<file path="src/rtl/placar_pkg.sv">
// Shared constants and helpers for the scoreboard accumulator.
package placar_pkg;

    localparam int unsigned PONTOS_A       = 1;
    localparam int unsigned PONTOS_B       = 2;
    localparam int unsigned PONTOS_C       = 3;

    localparam int unsigned MAX_PONTOS_DEF = 99;
    localparam int unsigned BUZ_CICLOS_DEF = 25000000;

    // Ceiling log2, usable in constant expressions.
    function automatic int unsigned clog2(input int unsigned v);
        int unsigned r;
        int unsigned x;
        r = 0;
        x = (v > 0) ? v - 1 : 0;
        while (x > 0) begin
            r++;
            x = x >> 1;
        end
        return r;
    endfunction

endpackage

</file>
<file path="src/rtl/detector_borda.sv">
// Two-flop synchronizer followed by a single-cycle rising-edge pulse.
module detector_borda (
    input  logic clk,
    input  logic rst_n,
    input  logic btn,
    output logic borda_c
);

    logic s1_q, s1_d;
    logic s2_q, s2_d;
    logic s2d_q, s2d_d;

    // Next state of the synchronizer chain and the edge-history flop.
    always_comb begin
        s1_d  = btn;
        s2_d  = s1_q;
        s2d_d = s2_q;
    end

    // Synchronizer and edge-history registers.
    always_ff @(posedge clk or negedge rst_n) begin
        if (!rst_n) begin
            s1_q  <= 1'b0;
            s2_q  <= 1'b0;
            s2d_q <= 1'b0;
        end else begin
            s1_q  <= s1_d;
            s2_q  <= s2_d;
            s2d_q <= s2d_d;
        end
    end

    assign borda_c = s2_q & ~s2d_q;

endmodule

</file>
<file path="src/rtl/placar_acumulador.sv">
// Registered team scoreboard: button presses add/subtract 1/2/3 points on the
// selected team, with saturation, underflow rejection and a timed buzzer.
// Optional undo feature enabled by defining PLACAR_DESFAZER_EN.
module placar_acumulador
    import placar_pkg::*;
#(
    parameter  int unsigned N_TIMES    = 2,
    parameter  int unsigned PW         = 7,
    parameter  int unsigned MAX_PONTOS = MAX_PONTOS_DEF,
    parameter  int unsigned BUZ_CICLOS = BUZ_CICLOS_DEF,
    localparam int unsigned TW         = clog2(N_TIMES)
) (
    input  logic                  clk,
    input  logic                  rst_n,
    input  logic                  btn_a,
    input  logic                  btn_b,
    input  logic                  btn_c,
`ifdef PLACAR_DESFAZER_EN
    input  logic                  btn_desfazer,
`endif
    input  logic                  modo_sub,
    input  logic [TW-1:0]         time_sel,
    input  logic                  zerar,
    output logic [N_TIMES*PW-1:0] pontos,
    output logic                  valido,
    output logic                  erro,
    output logic                  buzina
);

    localparam int unsigned  CW       = clog2(BUZ_CICLOS + 1);
    localparam logic [PW:0]  MAX_EXT  = (PW+1)'(MAX_PONTOS);
    localparam logic [CW-1:0] BUZ_LOAD = CW'(BUZ_CICLOS);
    localparam logic [1:0]   INC_A    = 2'(PONTOS_A);
    localparam logic [1:0]   INC_B    = 2'(PONTOS_B);
    localparam logic [1:0]   INC_C    = 2'(PONTOS_C);

    logic borda_a_c, borda_b_c, borda_c_c;
    logic evento_c;
    logic sel_ok_c;

    logic [PW-1:0] score_q [N_TIMES];
    logic [PW-1:0] score_d [N_TIMES];
    logic          valido_q, valido_d;
    logic          erro_q, erro_d;
    logic          buzina_q, buzina_d;
    logic [CW-1:0] cnt_q, cnt_d;

    logic [1:0]    inc;
    logic [PW-1:0] cur;
    logic [PW-1:0] nxt;
    logic [PW:0]   soma;

    detector_borda u_borda_a (.clk(clk), .rst_n(rst_n), .btn(btn_a), .borda_c(borda_a_c));
    detector_borda u_borda_b (.clk(clk), .rst_n(rst_n), .btn(btn_b), .borda_c(borda_b_c));
    detector_borda u_borda_c (.clk(clk), .rst_n(rst_n), .btn(btn_c), .borda_c(borda_c_c));

`ifdef PLACAR_DESFAZER_EN
    logic          borda_d_c;
    logic          undo_ok_q, undo_ok_d;
    logic [TW-1:0] undo_team_q, undo_team_d;
    logic [PW-1:0] undo_val_q, undo_val_d;

    detector_borda u_borda_d (.clk(clk), .rst_n(rst_n), .btn(btn_desfazer), .borda_c(borda_d_c));
`endif

    assign evento_c = borda_a_c | borda_b_c | borda_c_c;
    assign sel_ok_c = ({1'b0, time_sel} < (TW+1)'(N_TIMES));

    // Score update, status pulses and buzzer countdown for the current cycle.
    always_comb begin
        score_d  = score_q;
        valido_d = 1'b0;
        erro_d   = 1'b0;
        cnt_d    = cnt_q;
        buzina_d = 1'b0;
        cur      = '0;
        nxt      = '0;
        soma     = '0;
`ifdef PLACAR_DESFAZER_EN
        undo_ok_d   = undo_ok_q;
        undo_team_d = undo_team_q;
        undo_val_d  = undo_val_q;
`endif

        // Highest-valued simultaneous edge wins.
        if (borda_c_c)      inc = INC_C;
        else if (borda_b_c) inc = INC_B;
        else if (borda_a_c) inc = INC_A;
        else                inc = 2'd0;

        for (int unsigned i = 0; i < N_TIMES; i++) begin
            if (TW'(i) == time_sel) cur = score_q[i];
        end

        if (zerar) begin
            for (int unsigned i = 0; i < N_TIMES; i++) score_d[i] = '0;
            valido_d = 1'b1;
`ifdef PLACAR_DESFAZER_EN
            undo_ok_d = 1'b0;
        end else if (borda_d_c) begin
            if (undo_ok_q) begin
                for (int unsigned i = 0; i < N_TIMES; i++) begin
                    if (TW'(i) == undo_team_q) score_d[i] = undo_val_q;
                end
                valido_d  = 1'b1;
                undo_ok_d = 1'b0;
            end else begin
                erro_d = 1'b1;
            end
`endif
        end else if (evento_c) begin
            if (!sel_ok_c) begin
                erro_d = 1'b1;
            end else begin
                if (!modo_sub) begin
                    soma = (PW+1)'(cur) + (PW+1)'(inc);
                    if (soma <= MAX_EXT) begin
                        nxt      = soma[PW-1:0];
                        valido_d = 1'b1;
                    end else begin
                        nxt      = MAX_EXT[PW-1:0];
                        erro_d   = 1'b1;
                        valido_d = (cur != nxt);
                    end
                end else if (PW'(inc) <= cur) begin
                    nxt      = cur - PW'(inc);
                    valido_d = 1'b1;
                end else begin
                    nxt    = cur;
                    erro_d = 1'b1;
                end
                for (int unsigned i = 0; i < N_TIMES; i++) begin
                    if (TW'(i) == time_sel) score_d[i] = nxt;
                end
`ifdef PLACAR_DESFAZER_EN
                if (valido_d) begin
                    undo_ok_d   = 1'b1;
                    undo_team_d = time_sel;
                    undo_val_d  = cur;
                end
`endif
            end
        end

        // Every error (re)loads the buzzer; otherwise count down to zero.
        if (erro_d)            cnt_d = BUZ_LOAD;
        else if (cnt_q != '0)  cnt_d = cnt_q - CW'(1);
        buzina_d = (cnt_d != '0);
    end

    // State registers.
    always_ff @(posedge clk or negedge rst_n) begin
        if (!rst_n) begin
            score_q  <= '{default: '0};
            valido_q <= 1'b0;
            erro_q   <= 1'b0;
            buzina_q <= 1'b0;
            cnt_q    <= '0;
`ifdef PLACAR_DESFAZER_EN
            undo_ok_q   <= 1'b0;
            undo_team_q <= '0;
            undo_val_q  <= '0;
`endif
        end else begin
            score_q  <= score_d;
            valido_q <= valido_d;
            erro_q   <= erro_d;
            buzina_q <= buzina_d;
            cnt_q    <= cnt_d;
`ifdef PLACAR_DESFAZER_EN
            undo_ok_q   <= undo_ok_d;
            undo_team_q <= undo_team_d;
            undo_val_q  <= undo_val_d;
`endif
        end
    end

    // Flatten scores onto the display bus.
    for (genvar g = 0; g < N_TIMES; g++) begin : g_flat
        assign pontos[g*PW +: PW] = score_q[g];
    end

    assign valido = valido_q;
    assign erro   = erro_q;
    assign buzina = buzina_q;

endmodule

</file>
<file path="config.mk">
export PLATFORM = sky130hd
export DESIGN_NAME = placar_acumulador
export DESIGN_NICKNAME = d
export VERILOG_FILES = /design/src/rtl/placar_pkg.sv /design/src/rtl/detector_borda.sv /design/src/rtl/placar_acumulador.sv
export SDC_FILE = /design/constraint.sdc
export NUM_CORES = 1
export LEC_CHECK = 0
export CAP_MARGIN = 25
export CORE_UTILIZATION = 50
export CTS_CLUSTER_DIAMETER = 40
export CTS_CLUSTER_SIZE = 28
export DETAILED_ROUTE_END_ITERATION = 8
export HOLD_SLACK_MARGIN = 0.02
export PLACE_DENSITY_LB_ADDON = 0.3
export SYNTH_ARGS = -nofsm -noshare
export SYNTH_HDL_FRONTEND = slang
export SYNTH_SLANG_ARGS = --single-unit
</file>
<file path="constraint.sdc">
create_clock -name clk -period 7.1 [get_ports clk]
set_input_delay 1.42 -clock clk [delete_from_list [all_inputs] [get_ports clk]]
set_output_delay 1.42 -clock clk [all_outputs]
set_load 0.01 [all_outputs]
</file>
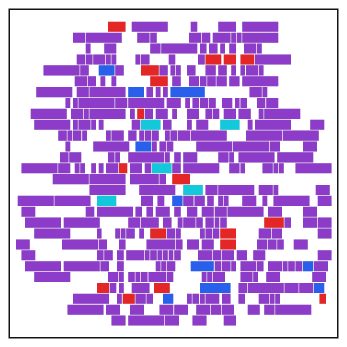
(run_1/sizes.png)
Drawn at 4 px/µm.
Purple is _0 and _1 cells, cells 324. Red is _2 cells, cells 17. Cyan is _6 and larger, cells 5. Blue is _3 and _4 cells, cells 10.
final standard cell area without fillers: 3512 µm²
Worst Setup Slack, final: 2.302 ns
area delta synth->final: 10.51%
Buffers excl. clock: 27

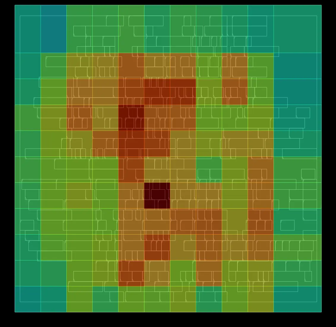
(run_1/congestion.png)
routed wirelength normalized by instance count: 16.37 µm
most congested layer reported by global routing: met2

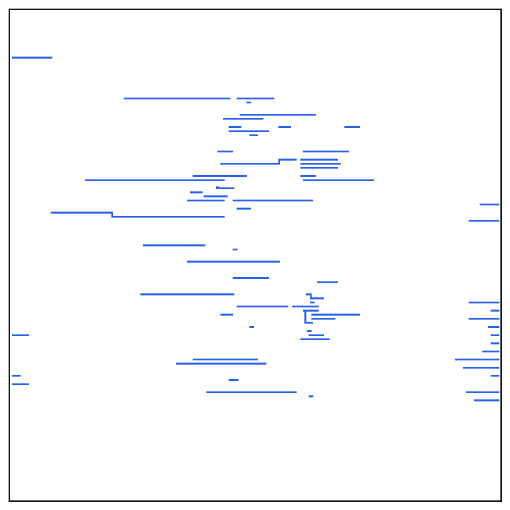
(run_1/layer_met3.png)
Drawn at 6 px/µm.
The longest straight run is 23.0 µm. 55 nets have wire on it.

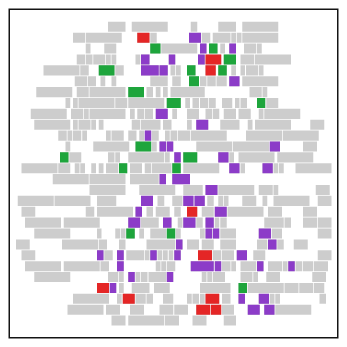
(run_1/logic_types.png)
Drawn at 4 px/µm.
Purple is inverting AOI/OAI gates, cells 53, most used o21ai_0. Red is AND-OR and OR-AND gates, cells 10, most used a21o_1. Green is AND and OR gates, cells 18, most used or3_1.

==> Implementation_results.wiki, run 1 <==
=== Physical design figures ===
{| class="wikitable"
! Metric !! Value
|-
| Status || complete, no violations
|-
| Tally of max-capacitance violations || 0
|-
| Post-synthesis cell area || 3178 µm²
|-
| Mean area per synthesized cell || 9.458 µm²
|-
| Highest clock frequency the design can meet || 208.4 MHz
|-
| Total of flip-flops plus latches after synthesis || 51
|-
| Cells along the critical path || clkdlybuf4s50_1 -> buf_4 -> mux2_2 -> ha_1 -> a21oi_1 -> o211a_1 -> nor2_1 -> o311a_1 -> a21oi_4 -> or2_2 -> inv_1 -> a211o_1
|-
| Register area share after synthesis || 40.16%
|-
| Length of routed met3 wiring || 396 µm
|-
| Leakage power || 1.344 nW
|-
| Layout non-clock buf frac || 7.339%
|-
| GRT met1 Usage || 32.84%
|-
| Post-synth ARST share || 100.0%
|-
| Top-level port count || 25
|-
| Area share of and-or/or-and cells after synthesis || 14.17%
|-
| Number of buffers on the longest clock path || 2
|-
| Worst flop-to-flop path endpoint || buzina
|-
| Number of signal-net inverters in the final layout || 11
|-
| Initial cell density of the core || 52.74%
|-
| Flip-flop and latch share of the layout cell area || 36.34%
|-
| Endpoint of the worst hold path || u_borda_a.s2_q
|-
| Post-layout min period || 4.798 ns
|-
| Length in cells of the worst reg-to-reg path || 7
|-
| Power per standard cell area || 240.9 nW/µm²
|-
| Final nets || 371
|-
| Largest family of logic cells by area || simple AND/OR/NAND/NOR gates
|-
| Critical path's top delay family || AND-OR/OR-AND gates
|-
| Final number of setup-violating endpoints || 0
|-
| Number of warnings reported in the yosys synthesis log || 0
|-
| Startpoint of the tightest hold check path || u_borda_a.s1_q
|-
| Buffers plus inverters on the worst setup path || 3
|-
| Clock buf count || 6
|-
| Largest fanout on the critical path || 19
|-
| Buffers on Ports || 24
|-
| Global route total overflow || 0
|}
run 1: where the power goes:
group,internal (mW),total (mW),switching [mW]
sequential,0.332,0.396,0.0640
combinational,0.127,0.286,0.159
clock,0.0691,0.164,0.0944
run 1: worst max path at each step:
| stage | startpoint | endpoint | slack, ns | cells past startpoint |
|---|---|---|---|---|
| 2_1_floorplan | time_sel | buzina | 2.67 | 11 |
| 3_3_place_gp | time_sel | cnt_q[24] | 2.04 | 12 |
| 3_5_place_dp | time_sel | cnt_q[24] | 2.00 | 12 |
| 4_1_cts | time_sel | cnt_q[24] | 2.31 | 12 |
| 5_1_grt | time_sel | cnt_q[24] | 2.06 | 12 |
| 6_report | time_sel | cnt_q[24] | 2.30 | 12 |
==> run_1/placement_by_type.png <==
Drawn at 4 px/µm. Fill, decap, tap and diode cells in grey.
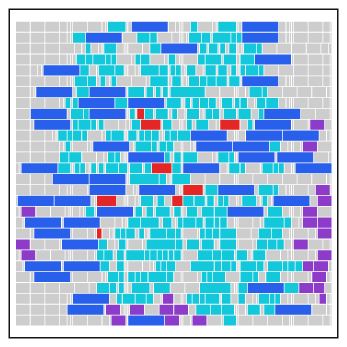

==> run 2: changes to the inputs <==
- clock period: 7.1 -> 4.64 ns (I/O delays scaled with it)
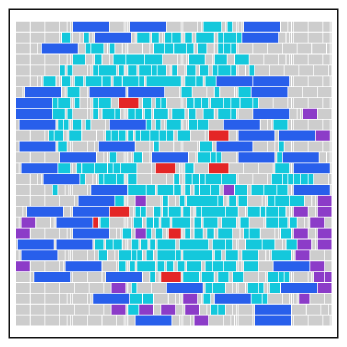
(run_2/placement_by_type.png)
Drawn at 4 px/µm. Fill, decap, tap and diode cells in grey.
Cyan is combinational and other logic, cells 270, share of their area 52%. Blue is flops, cells 51, share of their area 37%. Red is clock drivers and dummy loads, cells 8, share of their area 2.8%. Purple is other buffers and delay cells, cells 29, share of their area 7.9%.
Rows: 28
flip-flop and latch share of the layout cell area: 36.08%
final standard cell area without fillers: 3537 µm²
Post-Route Utilization: 58.70%
Core Region: 6026 µm²

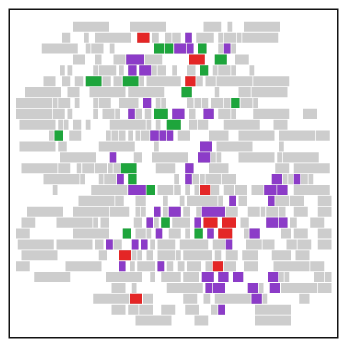
(run_2/logic_types.png)
Drawn at 4 px/µm.
Purple is inverting AOI/OAI gates, cells 53, most used o21ai_0. Red is AND-OR and OR-AND gates, cells 10, most used a21o_1. Green is AND and OR gates, cells 18, most used or3_1.

==> Implementation_results.wiki, run 2 <==
=== Physical design figures ===
{| class="wikitable"
! Metric !! Value
|-
| Status || complete, no violations
|-
| Area delta synth->final || 11.30%
|-
| Number of cells upsized or downsized after cts || 0
|-
| Post-layout min period || 4.219 ns
|-
| Largest family of logic cells by area || simple AND/OR/NAND/NOR gates
|-
| Final number of setup-violating endpoints || 0
|-
| Top-level port count || 25
|-
| Routed wirelength normalized by instance count || 15.85 µm
|-
| Final nets || 373
|-
| Total of flip-flops plus latches after synthesis || 51
|-
| Clock group || 0.271 mW
|-
| Number of instances in the synthesized netlist || 336
|-
| Post-CTS setup-driven buffer insertion count || 0
|-
| Tally of max-capacitance violations || 0
|-
| Cell-internal power || 0.8276 mW
|-
| Initial cell density of the core || 52.74%
|-
| Worst setup path start || time_sel
|-
| Post-synthesis cell area || 3178 µm²
|-
| Destination of the critical timing path || cnt_q[24]
|-
| Most frequent logic cell in the layout || dfrtp_1
|-
| Post-synth ARST share || 100.0%
|-
| Cells along the critical path || clkdlybuf4s50_1 -> mux2_2 -> ha_1 -> a21oi_1 -> o211a_1 -> nor2_1 -> o311a_1 -> a21oi_4 -> or2_2 -> inv_1 -> a211o_1
|-
| Critical path's top delay family || AND-OR/OR-AND gates
|-
| Buffers plus inverters on the worst setup path || 2
|-
| Global route total overflow || 0
|-
| Leakage power || 1.361 nW
|-
| Total number of cells along the worst setup path || 11
|-
| Highest clock frequency the design can meet || 237.0 MHz
|-
| Vias in the first global route || 2259
|-
| Length of routed met3 wiring || 243 µm
|-
| Cell types with the highest counts after synthesis || 51 x dfrtp_1, 44 x nor2_1, 23 x nand2_1, 17 x xnor2_1, 15 x o21ai_0
|-
| Hold buffers post-CTS || 0
|-
| P_comb || 0.431 mW
|-
| Mean area per synthesized cell || 9.458 µm²
|-
| RSZ-0062 raised after global routing || false
|-
| Worst flop-to-flop path endpoint || cnt_q[24]
|-
| Register area share after synthesis || 40.16%
|-
| Power per standard cell area || 369.5 nW/µm²
|-
| Detailed-routing wirelength on met1 || 3.449 mm
|-
| Clk_skew || 0.01325 ns
|-
| Max reg flops || 25
|-
| Number of buffers on the longest clock path || 2
|-
| Max power group || registers
|-
| Area share of and-or/or-and cells after synthesis || 14.17%
|-
| Placed wire-length estimate after detailed placement || 4.816 mm
|-
| Total via count after detailed routing || 2575
|-
| Most congested layer reported by global routing || met2
|-
| Final period utilization || 90.92%
|-
| Length in cells of the worst reg-to-reg path || 13
|-
| Comb pwr share || 33.0%
|-
| Switching Share || 36.68%
|-
| Largest fanout on the critical path || 15
|-
| Number of warnings reported in the yosys synthesis log || 0
|-
| Reported net switching power || 0.4793 mW
|-
| Startpoint of the tightest hold check path || u_borda_a.s1_q
|-
| Portion of total power attributed to the clock network || 20.7%
|}
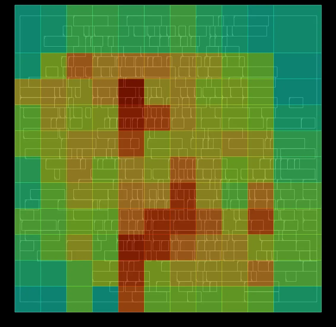
(run_2/congestion.png)
met2 demand-to-capacity share in global routing: 32.73%
GRT met1 Usage: 32.70%
GRT Total Usage: 22.27%
met3 demand-to-capacity share in global routing: 3.778%

run 2: cell counts after synthesis:
No cell type changed its count.
run 2: final cells by class:
class / instances / area, µm²
well taps: 75 / 93.84
inverters: 11 / 41.29
fillers: 545 / 2489
repair buffers: 29 / 272.8
flip-flops and latches: 51 / 1276
multi-input cells: 259 / 1758
clock inverters: 1 / 8.758
clock buffers: 7 / 86.33
run 2: per-stage QoR:
stage          area [µm²]  instances  power (mW)  setup slack [ns]
2_1_floorplan        3178        336      0.9249            0.7062
3_3_place_gp         3427        423       1.030            0.2131
3_5_place_dp         3427        423       1.036            0.1215
4_1_cts              3522        431       1.310            0.4297
5_1_grt              3537        433       1.390            0.2228
6_report             3537        433       1.307            0.4213
No activity file was given, so power comes from the tool's default toggle rates.
